==> images/layer_met2.png <==
(3 px per µm)
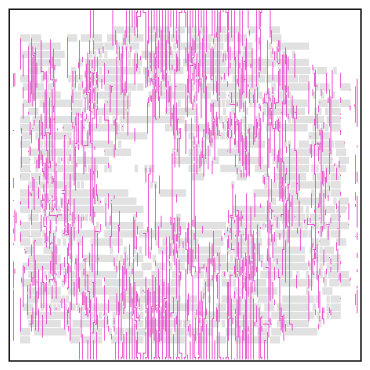
==> images/detail.png <==
Window x 38 to 78, y 38 to 78 µm. Cells in grey, sequential cells in the stronger grey; small squares are vias.
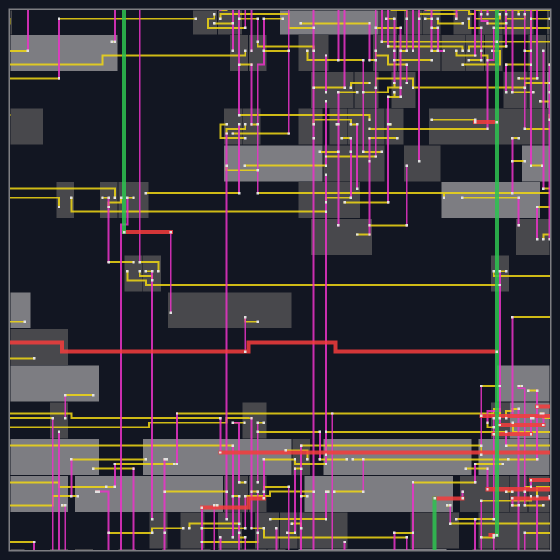
==> images/placement.png <==
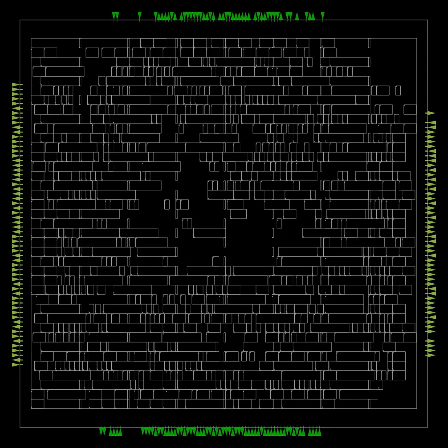
[src/rtl/m_ext_ctrl_pkg.sv]
// Shared encodings for the RV32M execute-stage sequencer: funct3 codes, FSM states
// and the fixed results returned by the divide special-case fast path.
package m_ext_ctrl_pkg;

   localparam int DEF_XLEN    = 32;
   localparam int DEF_LATENCY = 4;
   localparam int DEF_RD_W    = 5;

   typedef enum logic [2:0] {
      F3_MUL    = 3'b000,
      F3_MULH   = 3'b001,
      F3_MULHSU = 3'b010,
      F3_MULHU  = 3'b011,
      F3_DIV    = 3'b100,
      F3_DIVU   = 3'b101,
      F3_REM    = 3'b110,
      F3_REMU   = 3'b111
   } funct3_e;

   typedef enum logic [1:0] {
      S_IDLE = 2'd0,
      S_HOLD = 2'd1,
      S_DONE = 2'd2
   } state_e;

   localparam logic [DEF_XLEN-1:0] XLEN_MIN_NEG   = 32'h8000_0000;
   localparam logic [DEF_XLEN-1:0] XLEN_ALL_ONES  = 32'hFFFF_FFFF;
   localparam logic [DEF_XLEN-1:0] DIV_OVF_RESULT = XLEN_MIN_NEG;
   localparam logic [DEF_XLEN-1:0] REM_OVF_RESULT = 32'h0000_0000;

   // funct3[2] separates the divide/remainder group from the multiplies
   function automatic logic is_div_op(input logic [2:0] f3);
      return f3[2];
   endfunction

endpackage

[src/rtl/m_ext_ctrl_if.sv]
// Handshake/operand bundle between ID/EX, the sequencer, m_ext and writeback.
// The slave view is the sequencer; the master view is everything around it.
interface m_ext_ctrl_if
   import m_ext_ctrl_pkg::*;
#(
   parameter int XLEN = DEF_XLEN,
   parameter int RD_W = DEF_RD_W
);

   logic            ip_valid;
   logic [XLEN-1:0] ip_rs1;
   logic [XLEN-1:0] ip_rs2;
   logic [2:0]      ip_funct_3;
   logic [RD_W-1:0] ip_rd;
   logic            ip_flush;
   logic            ip_wb_ready;
   logic [XLEN-1:0] ip_m_result;
   logic            ip_m_overflow;

   logic            op_ready;
   logic            op_stall;
   logic [XLEN-1:0] op_m_rs1;
   logic [XLEN-1:0] op_m_rs2;
   logic [2:0]      op_m_funct_3;
   logic            op_wb_valid;
   logic [XLEN-1:0] op_wb_result;
   logic [RD_W-1:0] op_wb_rd;
   logic            op_wb_overflow;

   modport slave (
      input  ip_valid, ip_rs1, ip_rs2, ip_funct_3, ip_rd, ip_flush, ip_wb_ready,
             ip_m_result, ip_m_overflow,
      output op_ready, op_stall, op_m_rs1, op_m_rs2, op_m_funct_3,
             op_wb_valid, op_wb_result, op_wb_rd, op_wb_overflow
   );

   modport master (
      output ip_valid, ip_rs1, ip_rs2, ip_funct_3, ip_rd, ip_flush, ip_wb_ready,
             ip_m_result, ip_m_overflow,
      input  op_ready, op_stall, op_m_rs1, op_m_rs2, op_m_funct_3,
             op_wb_valid, op_wb_result, op_wb_rd, op_wb_overflow
   );

endinterface

[src/rtl/m_ext_special.sv]
// Combinational detect of divide-by-zero and signed-overflow divides, with the
// architecturally defined result so these ops can skip the m_ext unit.
module m_ext_special
   import m_ext_ctrl_pkg::*;
#(
   parameter int XLEN = DEF_XLEN
) (
   input  logic [XLEN-1:0] rs1_i,
   input  logic [XLEN-1:0] rs2_i,
   input  logic [2:0]      funct_3_i,
   output logic            hit_o,
   output logic [XLEN-1:0] result_o,
   output logic            overflow_o
);

   logic div_zero;
   logic signed_ovf;

   always_comb begin
      div_zero   = is_div_op(funct_3_i) && (rs2_i == '0);
      signed_ovf = ((funct_3_i == F3_DIV) || (funct_3_i == F3_REM)) &&
                   (rs1_i == XLEN_MIN_NEG) && (rs2_i == XLEN_ALL_ONES);

      // funct3[1] selects the remainder flavour in both special cases
      result_o = '0;
      if (div_zero) begin
         result_o = funct_3_i[1] ? rs1_i : XLEN_ALL_ONES;
      end else if (signed_ovf) begin
         result_o = funct_3_i[1] ? REM_OVF_RESULT : DIV_OVF_RESULT;
      end

      hit_o      = div_zero || signed_ovf;
      overflow_o = hit_o;
   end

endmodule

[src/rtl/m_ext_ctrl.sv]
// Execute-stage sequencer for m_ext: latches one M-op, holds operands for LATENCY
// cycles, captures the result and hands it to writeback; divide special cases finish in one cycle.
module m_ext_ctrl
   import m_ext_ctrl_pkg::*;
#(
   parameter int XLEN    = DEF_XLEN,
   parameter int LATENCY = DEF_LATENCY,
   parameter int RD_W    = DEF_RD_W
) (
   input  logic        ip_clk,
   input  logic        ip_rst,
   m_ext_ctrl_if.slave bus
);

   localparam int               CNT_W    = $clog2(LATENCY) + 1;
   localparam logic [CNT_W-1:0] CNT_LAST = CNT_W'(LATENCY - 1);

   state_e          state_q, state_d;
   logic [CNT_W-1:0] cnt_q, cnt_d;
   logic [XLEN-1:0] rs1_q, rs1_d;
   logic [XLEN-1:0] rs2_q, rs2_d;
   logic [2:0]      f3_q, f3_d;
   logic [RD_W-1:0] rd_q, rd_d;
   logic [XLEN-1:0] res_q, res_d;
   logic            ovf_q, ovf_d;

   logic            accept;
   logic            spec_hit;
   logic [XLEN-1:0] spec_res;
   logic            spec_ovf;

   assign accept = (state_q == S_IDLE) && bus.ip_valid && !bus.ip_flush;

   m_ext_special #(.XLEN(XLEN)) u_special (
      .rs1_i      (bus.ip_rs1),
      .rs2_i      (bus.ip_rs2),
      .funct_3_i  (bus.ip_funct_3),
      .hit_o      (spec_hit),
      .result_o   (spec_res),
      .overflow_o (spec_ovf)
   );

   always_ff @(posedge ip_clk) begin
      if (ip_rst) begin
         state_q <= S_IDLE;
         cnt_q   <= '0;
      end else begin
         state_q <= state_d;
         cnt_q   <= cnt_d;
      end
   end

   // Operand/result storage carries no reset: outputs are gated by state instead
   always_ff @(posedge ip_clk) begin
      rs1_q <= rs1_d;
      rs2_q <= rs2_d;
      f3_q  <= f3_d;
      rd_q  <= rd_d;
      res_q <= res_d;
      ovf_q <= ovf_d;
   end

   always_comb begin
      state_d = state_q;
      case (state_q)
         S_IDLE: begin
            if (accept) begin
               state_d = spec_hit ? S_DONE : S_HOLD;
            end
         end
         S_HOLD: begin
            if (bus.ip_flush) begin
               state_d = S_IDLE;
            end else if (cnt_q == CNT_LAST) begin
               state_d = S_DONE;
            end
         end
         S_DONE: begin
            if (bus.ip_flush || bus.ip_wb_ready) begin
               state_d = S_IDLE;
            end
         end
         default: state_d = S_IDLE;
      endcase
   end

   always_comb begin
      cnt_d = cnt_q;
      rs1_d = rs1_q;
      rs2_d = rs2_q;
      f3_d  = f3_q;
      rd_d  = rd_q;
      res_d = res_q;
      ovf_d = ovf_q;
      case (state_q)
         S_IDLE: begin
            if (accept) begin
               rs1_d = bus.ip_rs1;
               rs2_d = bus.ip_rs2;
               f3_d  = bus.ip_funct_3;
               rd_d  = bus.ip_rd;
               cnt_d = '0;
               if (spec_hit) begin
                  res_d = spec_res;
                  ovf_d = spec_ovf;
               end
            end
         end
         S_HOLD: begin
            // Counter saturates at the capture point; it is only cleared on the next accept
            if (!bus.ip_flush) begin
               if (cnt_q == CNT_LAST) begin
                  res_d = bus.ip_m_result;
                  ovf_d = bus.ip_m_overflow;
               end else begin
                  cnt_d = cnt_q + 1'b1;
               end
            end
         end
         default: ;
      endcase
   end

   always_comb begin
      bus.op_ready       = 1'b0;
      bus.op_stall       = 1'b0;
      bus.op_m_rs1       = '0;
      bus.op_m_rs2       = '0;
      bus.op_m_funct_3   = '0;
      bus.op_wb_valid    = 1'b0;
      bus.op_wb_result   = '0;
      bus.op_wb_rd       = '0;
      bus.op_wb_overflow = 1'b0;
      case (state_q)
         S_IDLE: begin
            bus.op_ready = 1'b1;
         end
         S_HOLD: begin
            bus.op_stall     = 1'b1;
            bus.op_m_rs1     = rs1_q;
            bus.op_m_rs2     = rs2_q;
            bus.op_m_funct_3 = f3_q;
         end
         S_DONE: begin
            bus.op_stall       = 1'b1;
            bus.op_m_rs1       = rs1_q;
            bus.op_m_rs2       = rs2_q;
            bus.op_m_funct_3   = f3_q;
            bus.op_wb_valid    = 1'b1;
            bus.op_wb_result   = res_q;
            bus.op_wb_rd       = rd_q;
            bus.op_wb_overflow = ovf_q;
         end
         default: ;
      endcase
   end

endmodule

[src/flat_wrapper.sv]
// flat-port wrapper written by rule: the top's interface ports become plain ports
module m_ext_ctrl_flat import m_ext_ctrl_pkg::*;
#(
   parameter int XLEN    = DEF_XLEN,
   parameter int LATENCY = DEF_LATENCY,
   parameter int RD_W    = DEF_RD_W
)
  (ip_clk, ip_rst, bus_ip_valid, bus_ip_rs1, bus_ip_rs2, bus_ip_funct_3, bus_ip_rd, bus_ip_flush, bus_ip_wb_ready, bus_ip_m_result, bus_ip_m_overflow, bus_op_ready, bus_op_stall, bus_op_m_rs1, bus_op_m_rs2, bus_op_m_funct_3, bus_op_wb_valid, bus_op_wb_result, bus_op_wb_rd, bus_op_wb_overflow);
  m_ext_ctrl_if #(.XLEN(XLEN), .RD_W(RD_W)) bus_i ();
  input  logic ip_clk;
  input  logic ip_rst;
  input wire logic [$bits(bus_i.ip_valid)-1:0] bus_ip_valid;
  input wire logic [$bits(bus_i.ip_rs1)-1:0] bus_ip_rs1;
  input wire logic [$bits(bus_i.ip_rs2)-1:0] bus_ip_rs2;
  input wire logic [$bits(bus_i.ip_funct_3)-1:0] bus_ip_funct_3;
  input wire logic [$bits(bus_i.ip_rd)-1:0] bus_ip_rd;
  input wire logic [$bits(bus_i.ip_flush)-1:0] bus_ip_flush;
  input wire logic [$bits(bus_i.ip_wb_ready)-1:0] bus_ip_wb_ready;
  input wire logic [$bits(bus_i.ip_m_result)-1:0] bus_ip_m_result;
  input wire logic [$bits(bus_i.ip_m_overflow)-1:0] bus_ip_m_overflow;
  output wire logic [$bits(bus_i.op_ready)-1:0] bus_op_ready;
  output wire logic [$bits(bus_i.op_stall)-1:0] bus_op_stall;
  output wire logic [$bits(bus_i.op_m_rs1)-1:0] bus_op_m_rs1;
  output wire logic [$bits(bus_i.op_m_rs2)-1:0] bus_op_m_rs2;
  output wire logic [$bits(bus_i.op_m_funct_3)-1:0] bus_op_m_funct_3;
  output wire logic [$bits(bus_i.op_wb_valid)-1:0] bus_op_wb_valid;
  output wire logic [$bits(bus_i.op_wb_result)-1:0] bus_op_wb_result;
  output wire logic [$bits(bus_i.op_wb_rd)-1:0] bus_op_wb_rd;
  output wire logic [$bits(bus_i.op_wb_overflow)-1:0] bus_op_wb_overflow;
  assign bus_i.ip_valid = bus_ip_valid;
  assign bus_i.ip_rs1 = bus_ip_rs1;
  assign bus_i.ip_rs2 = bus_ip_rs2;
  assign bus_i.ip_funct_3 = bus_ip_funct_3;
  assign bus_i.ip_rd = bus_ip_rd;
  assign bus_i.ip_flush = bus_ip_flush;
  assign bus_i.ip_wb_ready = bus_ip_wb_ready;
  assign bus_i.ip_m_result = bus_ip_m_result;
  assign bus_i.ip_m_overflow = bus_ip_m_overflow;
  assign bus_op_ready = bus_i.op_ready;
  assign bus_op_stall = bus_i.op_stall;
  assign bus_op_m_rs1 = bus_i.op_m_rs1;
  assign bus_op_m_rs2 = bus_i.op_m_rs2;
  assign bus_op_m_funct_3 = bus_i.op_m_funct_3;
  assign bus_op_wb_valid = bus_i.op_wb_valid;
  assign bus_op_wb_result = bus_i.op_wb_result;
  assign bus_op_wb_rd = bus_i.op_wb_rd;
  assign bus_op_wb_overflow = bus_i.op_wb_overflow;
  m_ext_ctrl #(.XLEN(XLEN), .LATENCY(LATENCY), .RD_W(RD_W)) u_core (.ip_clk(ip_clk), .ip_rst(ip_rst), .bus(bus_i));
endmodule
[config.mk]
export PLATFORM = sky130hd
export DESIGN_NAME = m_ext_ctrl_flat
export DESIGN_NICKNAME = d
export VERILOG_FILES = /design/src/rtl/m_ext_ctrl_pkg.sv /design/src/rtl/m_ext_ctrl_if.sv /design/src/rtl/m_ext_special.sv /design/src/rtl/m_ext_ctrl.sv /design/src/flat_wrapper.sv
export SDC_FILE = /design/constraint.sdc
export NUM_CORES = 1
export LEC_CHECK = 0
export ABC_AREA = 1
export CORE_MARGIN = 3
export CORE_UTILIZATION = 43
export CTS_CLUSTER_SIZE = 28
export DETAILED_ROUTE_END_ITERATION = 8
export PLACE_DENSITY = 0.8
export RECOVER_POWER = 100
export SYNTH_ARGS = -nofsm -noshare
export SYNTH_HDL_FRONTEND = slang
export SYNTH_SLANG_ARGS = --single-unit
export TNS_END_PERCENT = 10
[constraint.sdc]
create_clock -name ip_clk -period 9.65 [get_ports ip_clk]
set_input_delay 1.93 -clock ip_clk [delete_from_list [all_inputs] [get_ports ip_clk]]
set_output_delay 1.93 -clock ip_clk [all_outputs]
set_load 0.05 [all_outputs]
==> results.cfg <==
; generated from flow reports
[clocking]
numCtsBuffers = 9
htree_levels = 3
cts_root_buffer = clkbuf_16
postCtsSetupBuffers = 0
cts_tree = done
cts-resized-gates = 0

[critical_path]
max_stage_delay_ns = 1.11
start_kind = flop
cp_cell_sequence = inv_1 > ha_1 > clkbuf_1 > nand2_1 > inv_1 > dlygate4sd3_1
crit_family = buffers and inverters
required_ns = 7.72
crit_buf_inv = 4

[pwr]
switching_share = 0.521
peakVddDrop_mv = 0.254
finalPower_mw = 2.57
pg_clk_mw = 0.326
power_density_nw_per_um2 = 332
p_switching_mw = 1.34
pwr-share-comb = 0.610
seq_power_share = 0.263
leakage_nw = 3.80
p_int_mw = 1.23
powerComb_mw = 1.57
maxPowerGroup = combinational logic
pg_seq_mw = 0.678

[floorplanning]
ioPinCount = 218
rows = 39
die_x_um = 117
fp.coreArea_um2 = 11700

[yosys]
synth.most_common_cell = nand2_1
syn_nets = 692
syn_area_per_cell_um2 = 9.14
synth_cell_types = 29
async_reset_ff_frac = 0
syn_area_um2 = 5280
ys_sh_simple = 0.180
top_cell_area_share = 0.598
ys_area_um2 = 5280
mux_share = 0
ys_sh_adder = 0.0119
area_leaders = edfxtp_1 (60%), nand2_1 (12%), inv_1 (8.8%), nor2_1 (3.3%), o21ai_0 (3.2%)
yosys_warnings = 0
largest_area_cell = edfxtp_1
xor_share = 0
ys_seq_share = 0.617

[layout]
final_cell_mix = dlygate4sd3_1 (180), nand2_1 (166), inv_1 (124)
n_clock_buffer = 12
comb_area_um2 = 1390
final_area_um2 = 7740
layout_top_cell = dlygate4sd3_1
layout.nets = 901
nNonClkBuffers = 222
sh_comb_area = 0.179
largest_cell_class = flip-flops and latches
n_all_inverters = 126

[timing]
fin_crit_sh = 0.628
fmax_mhz = 165
drv_slew = 74
finalCriticalPeriod_ns = 6.06
finClkSkew_ns = 0.00285
rsz0062_at_grt = no

[place]
dp_hpwl_um = 10900
dp_slack_ns = 4.74

[worst_hold_path]
hold_path.class = flop to flop

[grt]
grt_use_total = 0.206

[run_status]
violations = capacitance limit, slew limit
outcome = complete, but fails checks

[detailed_routing]
postRouteAntennaNets = 0
drt-pass1-iter-count = 5

[job]
cap_violations = 2
warning_count = 28
## Picture notes: layer_met2.png
- share of all routed wire: 51%
- wire length on this layer: 7340 µm
- longest straight run: 52.7 µm
- main direction: vertical
Routed WL: 14300 µm
GR Util met2: 0.377
routed vias: 4465

## Picture notes: detail.png
- metal 4: green
- metal 1: yellow
- metal 3: red
- metal 2: magenta
- most frequent: nand2_1 (10), o21ai_0 (9), nor2_1 (9)
- sequential cells in the window: 10
- cells with their middle in the window: 68
- netlist names of flops here include: u_core.res_q (3), u_core.rs1_q (3), u_core.state_q (2)

## Picture notes: placement.png
Flop Count: 110
Layout Cells excl Fill: 933
Filler cells: 972
flop share of the area: 0.420

## per-layer routing
layer,vias up,part of all wire,GRT usage
met5,-,0.00049,0
met4,2,0.017,0.0635
met2,188,0.51,0.377
li1,2217,-,-
met1,2040,0.39,0.241
met3,18,0.077,0.0447
## final timing paths
check	startpoint	end	slack, ns	cells past startpoint
hold reg to reg	u_core.cnt_q[1]$_SDFFE_PP0P_	u_core.cnt_q[1]$_SDFFE_PP0P_	0.48	2
setup reg to reg	u_core.state_q[0]$_SDFFE_PP0P_	u_core.rs2_q[21]$_DFFE_PP_	6.57	5
setup / recovery	u_core.state_q[0]$_SDFFE_PP0P_	bus_op_m_rs1[6]	3.59	6
hold / removal	u_core.cnt_q[1]$_SDFFE_PP0P_	u_core.cnt_q[1]$_SDFFE_PP0P_	0.48	2
No activity file was given, so power comes from the tool's default toggle rates.
